### src/rtl/pie_frame_encoder.sv
// pie_frame_encoder
// Reader-to-tag PIE modulator with run-time timing. A frame is a delimiter,
// a data-0 symbol, RTcal, an optional TRcal (preamble) and then the data bits
// pulled from a valid/ready stream until the bit flagged last has been sent.
// Every symbol segment is high-then-low: high while the down-counter is at or
// above PW, low for its final PW cycles.
//
// Optional feature macro: PIE_UNDERRUN_ABORT_EN
//   defined   : a data underrun aborts the frame (back to IDLE, carrier on)
//   undefined : a data underrun parks in WAIT with the carrier on until the
//               next bit arrives, stretching that symbol's high time
module pie_frame_encoder #(
  parameter int CNT_W = 8
) (
  input  logic             clk,
  input  logic             rst_n,
  input  logic [CNT_W-1:0] cfg_pw,
  input  logic [CNT_W-1:0] cfg_zero,
  input  logic [CNT_W-1:0] cfg_one,
  input  logic [CNT_W-1:0] cfg_delim,
  input  logic [CNT_W-1:0] cfg_rtcal,
  input  logic [CNT_W-1:0] cfg_trcal,
  input  logic             cfg_preamble,
  input  logic             in_valid,
  output logic             in_rdy,
  input  logic             in_bit,
  input  logic             in_last,
  output logic             out_pie,
  output logic             busy,
  output logic             cfg_err,
  output logic             underrun
);

  typedef enum logic [2:0] {
    S_IDLE,
    S_DELIM,
    S_DATA0,
    S_RTCAL,
    S_TRCAL,
    S_DATA,
    S_WAIT
  } state_t;

  localparam logic [CNT_W-1:0] CNT_ONE = CNT_W'(1);

  // Frame state and registered outputs
  state_t           r_state;
  logic [CNT_W-1:0] r_cnt;
  logic             r_out_pie;
  logic             r_busy;
  logic             r_cfg_err;
  logic             r_underrun;

  // Timing shadow copies, frozen for the whole frame
  logic [CNT_W-1:0] r_pw;
  logic [CNT_W-1:0] r_zero;
  logic [CNT_W-1:0] r_one;
  logic [CNT_W-1:0] r_rtcal;
  logic [CNT_W-1:0] r_trcal;
  logic             r_pre;
  logic             r_last;

  // Next-state values
  state_t           w_state_nx;
  logic [CNT_W-1:0] w_cnt_nx;
  logic             w_last_nx;
  logic             w_load_cfg;
  logic             w_cfg_err_nx;
  logic             w_underrun_nx;
  logic             w_out_pie_nx;
  logic [CNT_W-1:0] w_pw_nx;

  logic             w_cfg_ok;
  logic             w_cnt_zero;
  logic             w_rdy;
  logic [CNT_W-1:0] w_bit_cnt;

  // The frame may only start if the timing is self-consistent
  assign w_cfg_ok = (cfg_pw != '0) &&
                    (cfg_pw < cfg_zero) &&
                    (cfg_zero <= cfg_one) &&
                    (cfg_one <= cfg_rtcal) &&
                    (cfg_rtcal <= cfg_trcal) &&
                    (cfg_delim != '0);

  assign w_cnt_zero = (r_cnt == '0);

  // Counter load value for the symbol carrying the offered bit
  assign w_bit_cnt = (in_bit ? r_one : r_zero) - CNT_ONE;

  // Ready is decoded from state/counter: asserted on the last cycle of the
  // segment that precedes a data symbol, or continuously while waiting
  always_comb begin
    w_rdy = 1'b0;
    case (r_state)
      S_RTCAL: w_rdy = w_cnt_zero && !r_pre;
      S_TRCAL: w_rdy = w_cnt_zero;
      S_DATA:  w_rdy = w_cnt_zero && !r_last;
      S_WAIT:  w_rdy = 1'b1;
      default: w_rdy = 1'b0;
    endcase
  end

  assign in_rdy = w_rdy;

  // Next-state, counter and pulse decode
  always_comb begin
    // NOTE: every variable gets a default first so no path can infer a latch.
    w_state_nx    = r_state;
    w_cnt_nx      = w_cnt_zero ? r_cnt : (r_cnt - CNT_ONE);
    w_last_nx     = r_last;
    w_load_cfg    = 1'b0;
    w_cfg_err_nx  = 1'b0;
    w_underrun_nx = 1'b0;

    case (r_state)
      S_IDLE: begin
        w_cnt_nx = '0;
        if (in_valid) begin
          if (w_cfg_ok) begin
            w_load_cfg = 1'b1;
            w_state_nx = S_DELIM;
            w_cnt_nx   = cfg_delim - CNT_ONE;
          end else begin
            w_cfg_err_nx = 1'b1;
          end
        end
      end
      S_DELIM: begin
        if (w_cnt_zero) begin
          w_state_nx = S_DATA0;
          w_cnt_nx   = r_zero - CNT_ONE;
        end
      end
      S_DATA0: begin
        if (w_cnt_zero) begin
          w_state_nx = S_RTCAL;
          w_cnt_nx   = r_rtcal - CNT_ONE;
        end
      end
      S_RTCAL: begin
        if (w_cnt_zero && r_pre) begin
          w_state_nx = S_TRCAL;
          w_cnt_nx   = r_trcal - CNT_ONE;
        end
      end
      S_DATA: begin
        if (w_cnt_zero && r_last) begin
          w_state_nx = S_IDLE;
          w_cnt_nx   = '0;
        end
      end
      default: begin
      end
    endcase

    // Bit hand-off: shared by preamble end, data symbol end and WAIT
    if (w_rdy) begin
      if (in_valid) begin
        w_state_nx = S_DATA;
        w_cnt_nx   = w_bit_cnt;
        w_last_nx  = in_last;
      end else if (r_state != S_WAIT) begin
        w_underrun_nx = 1'b1;
        w_cnt_nx      = '0;
`ifdef PIE_UNDERRUN_ABORT_EN
        w_state_nx    = S_IDLE;
`else
        w_state_nx    = S_WAIT;
`endif
      end
    end
  end

  // Waveform level for the cycle being entered
  assign w_pw_nx = w_load_cfg ? cfg_pw : r_pw;

  always_comb begin
    case (w_state_nx)
      S_IDLE:  w_out_pie_nx = 1'b1;
      S_WAIT:  w_out_pie_nx = 1'b1;
      S_DELIM: w_out_pie_nx = 1'b0;
      default: w_out_pie_nx = (w_cnt_nx >= w_pw_nx);
    endcase
  end

  // State register and registered outputs, synchronous reset aborts at once
  always_ff @(posedge clk) begin
    // NOTE: sequential state uses non-blocking assignments only.
    if (!rst_n) begin
      r_state    <= S_IDLE;
      r_cnt      <= '0;
      r_out_pie  <= 1'b1;
      r_busy     <= 1'b0;
      r_cfg_err  <= 1'b0;
      r_underrun <= 1'b0;
    end else begin
      r_state    <= w_state_nx;
      r_cnt      <= w_cnt_nx;
      r_out_pie  <= w_out_pie_nx;
      r_busy     <= (w_state_nx != S_IDLE);
      r_cfg_err  <= w_cfg_err_nx;
      r_underrun <= w_underrun_nx;
    end
  end

  // Shadow timing and last flag, captured before any state reads them
  always_ff @(posedge clk) begin
    // NOTE: these are loaded before first use each frame, so they carry no reset.
    if (w_load_cfg) begin
      r_pw    <= cfg_pw;
      r_zero  <= cfg_zero;
      r_one   <= cfg_one;
      r_rtcal <= cfg_rtcal;
      r_trcal <= cfg_trcal;
      r_pre   <= cfg_preamble;
    end
    r_last <= w_last_nx;
  end

  assign out_pie  = r_out_pie;
  assign busy     = r_busy;
  assign cfg_err  = r_cfg_err;
  assign underrun = r_underrun;

endmodule

### config.mk
export PLATFORM = sky130hd
export DESIGN_NAME = pie_frame_encoder
export DESIGN_NICKNAME = d
export VERILOG_FILES = /design/src/rtl/pie_frame_encoder.sv
export SDC_FILE = /design/constraint.sdc
export NUM_CORES = 1
export LEC_CHECK = 0
export CORE_MARGIN = 3
export CORE_UTILIZATION = 56
export CTS_BUF_LIST = sky130_fd_sc_hd__clkbuf_16
export DETAILED_ROUTE_END_ITERATION = 10
export GPL_TIMING_DRIVEN = 0
export PLACE_DENSITY = 0.81
export SLEW_MARGIN = 20
export SYNTH_ARGS = -nofsm -noshare
export SYNTH_HDL_FRONTEND = slang
export SYNTH_SLANG_ARGS = --single-unit
### constraint.sdc
create_clock -name clk -period 4.7 [get_ports clk]
set_clock_uncertainty 0.2 [all_clocks]
set_input_delay 1.175 -clock clk [delete_from_list [all_inputs] [get_ports clk]]
set_output_delay 1.175 -clock clk [all_outputs]
set_load 0.1 [all_outputs]
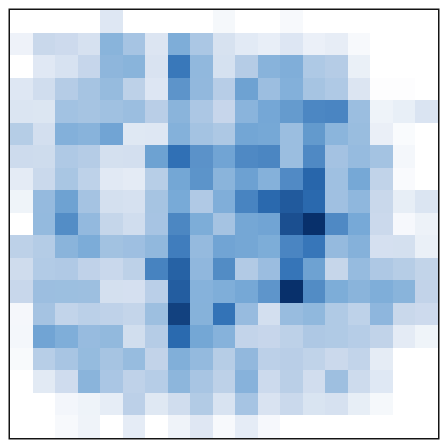
(signal metal coverage by tile)
The die is cut into 19 by 19 equal tiles; white is low, dark blue is high, scaled to the fullest tile. Values are wire area over tile area, all layers added.
mean over tiles: 0.22
densest ninth of the die: middle
tiles over half the peak: 16%
nearly empty tiles: 14%
fullest tile: 0.73
aggregate global-route resource usage: 27.2%
WL per Instance: 17.9 um
drt total wl: 11700 um

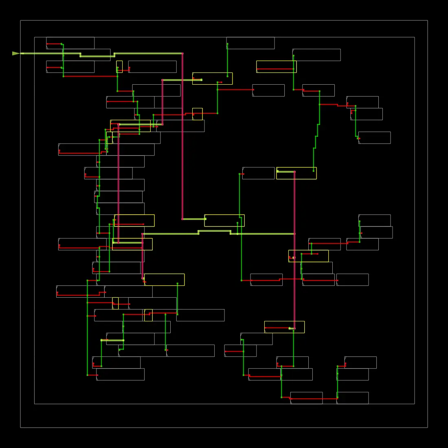
(clock wiring as the flow saved it)
flip-flops: 57
CTS Buf Count: 9
clock sink total: 57
clock buffers: 10
Worst-Skew Late Latency: 0.32 ns

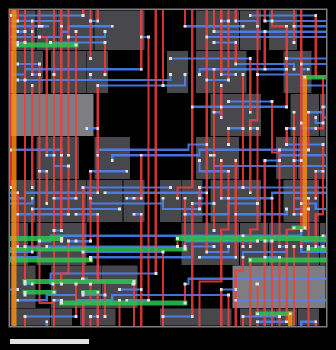
(a small window of the routed layout)
The bar under the picture is 5 um long. Region (37, 56) to (57, 76) um. Cells in gray, sequential cells in the stronger gray; small squares are vias.
legend:
  blue:
    layer: M1
  orange:
    layer: M4
  green:
    layer: M3
  red:
    layer: M2
netlist names of flops here include: r_cnt (1)
sequential cells in the window: 1
most frequent: nor2_1 (6), o22ai_1 (3)
cells with their middle in the window: 36

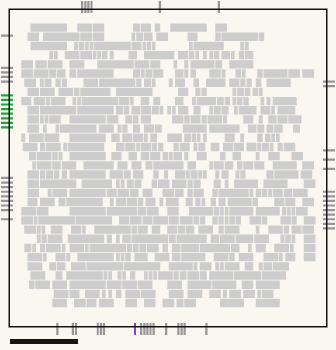
(ports around the boundary)
The bar under the picture is 20 um long. Pins as bars across the die edge, other pins in gray.
legend:
  purple:
    port: in_bit
    pins: 1
    direction: input
    edge: bottom
  green:
    port: cfg_rtcal
    pins: 8
    direction: input
    edge: left
input/output buffers: 58
die width: 93.6 um
Die Span Y: 93.6 um

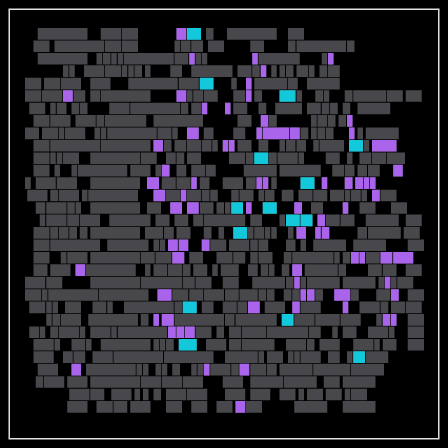
(gate-type map)
legend:
  purple:
    family: nor cells
    cells: 76
    most_used: nor2_1
  cyan:
    family: non-inverting ao/oa cells
    cells: 15
    most_used: a211o_1

==> job_summary.md <==
### Yosys + OpenROAD results

| Metric | Value |
|---|---|
| F_max | 219 MHz |
| Fin util | 73.6% |
| Max Cap Viol | 0 |
| Crit path max-delay family | AND-OR/OR-AND gates |
| Number of multi-input logic gates | 350 |
| Seq/Total Area, Yosys | 34.5% |
| Iter 0 DRT Violations | approximately 270 |
| Num rows | 31 |
| Sw Ratio | 37.3% |
| Tmin final | 4.58 ns |
| DR top layer | met4 |
| Bufs w/o clock | between 70 and 80 |
| Register area | 1480 um2 |
| Inverters excl. clock | 57 |
| P_comb | 0.939 mW |
| Vias/cell | 5.97 |
| Post-CTS sizing | 11 |
| Pre-CTS setup slack | -0.638 ns |
| Routed wl met2 | 5750 um |
| Pwr Density | 404 nW/um2 |
| Destination of the critical timing path | out_pie |
| Fillers | 534 |
| Worst Path Max Fanout | 10 |
| Yosys top cell by area | edfxtp_1 |
| ANT nets after route | 0 |
| Cells on worst reg2reg path | 13 |
| Worst slew margin | 35.3% |
| Logic area | 2620 um2 |
| Seq area share | 27.3% |
| Area of the core | 7370 um2 |
| Seq group | 0.659 mW |
| Worst Path Required | about 4.7 ns |
| FF-to-FF Start | r_cnt[0] |
| Biggest Area Class | multi-input combinational cells |
| Final Setup Violations | 0 |
| Crit share post-route | between 90% and 100% |
| Crit-path cells | clkdlybuf4s50_1 -> inv_1 -> ha_1 -> nor2b_1 -> o211ai_1 -> a21oi_1 -> o22ai_2 -> and4b_1 -> buf_6 -> buf_4 -> buf_4 -> mux2i_2 -> ha_1 -> a21o_1 -> a21oi_2 -> a2bb2oi_2 -> a211o_1 |
| Post-DP HPWL | 8720 um |
| Main area contributors | edfxtp_1, ha_1, dfxtp_1, inv_1, a21oi_1 |
| Leakage | approximately 2.3 nW |
| Initial core utilization | roughly 58% |
| Mean Syn Cell Area | 8.98 um2 |
| Multiplexer area fraction after synthesis | under 10% |
| Power in the clock group | 0.592 mW |
| Synthesized Nets | 579 |
| Top power group | combinational logic |
| Setup TNS | 0 ns |
| Boundary Pins | 59 |
| CTS tree | yes |
| Share of cells above drive strength 1 | 9.35% |
| Diode count | 0 |
| Comb area share | between 40 and 50% |
| Outcome | finished, final reports clean |
| Worst setup EP type | flop |
| # DRC | 0 |
| CTS Hold Bufs | 0 |
| CTS clk-pin slew, worst paths | approximately 0.050 ns |
| Yosys aoi share | between 10% and 20% |
| TritonRoute pass-1 iters | 5 |
| Synth Cell Area | 4300 um2 |
| Post-synth EDFFs | 34 |
| Main flop type | edfxtp_1 |
| Hold Crit Class | flop to flop |
| Hold Vio Cnt, Final | 0 |
| Yosys xor share | 6.11% |
| Worst setup margin | 0.124 ns |
| Final Slew Violations | 0 |
-- cells in the final DEF, fill, tap and decap left out, drive strengths merged, types with 3 or more instances in the layout --
cell type      synthesis  layout
nand4b                 3       3
o31ai                  4       4
o21ai                 22      22
nor2                  31      31
a211o                  5       5
ha                    46      46
a21oi                 35      35
nand2b                 4       4
xnor2                 17      17
inv                   57      61
dlymetal6s2s           0       8
o211ai                 5       5
o311ai                 3       3
clkdlybuf4s50          0      46
dlygate4sd2            0       4
a21o                   3       3
and2                   8       8
nor3                  18      18
clkbuf                 6      17
edfxtp                34      34
o22ai                  9       9
nand4                  9       9
nor2b                  5       5
buf                    9      12
nand3                  6       6
nand2                 28      28
a211oi                 4       4
mux2i                 14      14
nor4                  11      11
nor3b                  9       9
dfxtp                 23      23
xor2                  13      13
Power is estimated from default activity; no workload was simulated.
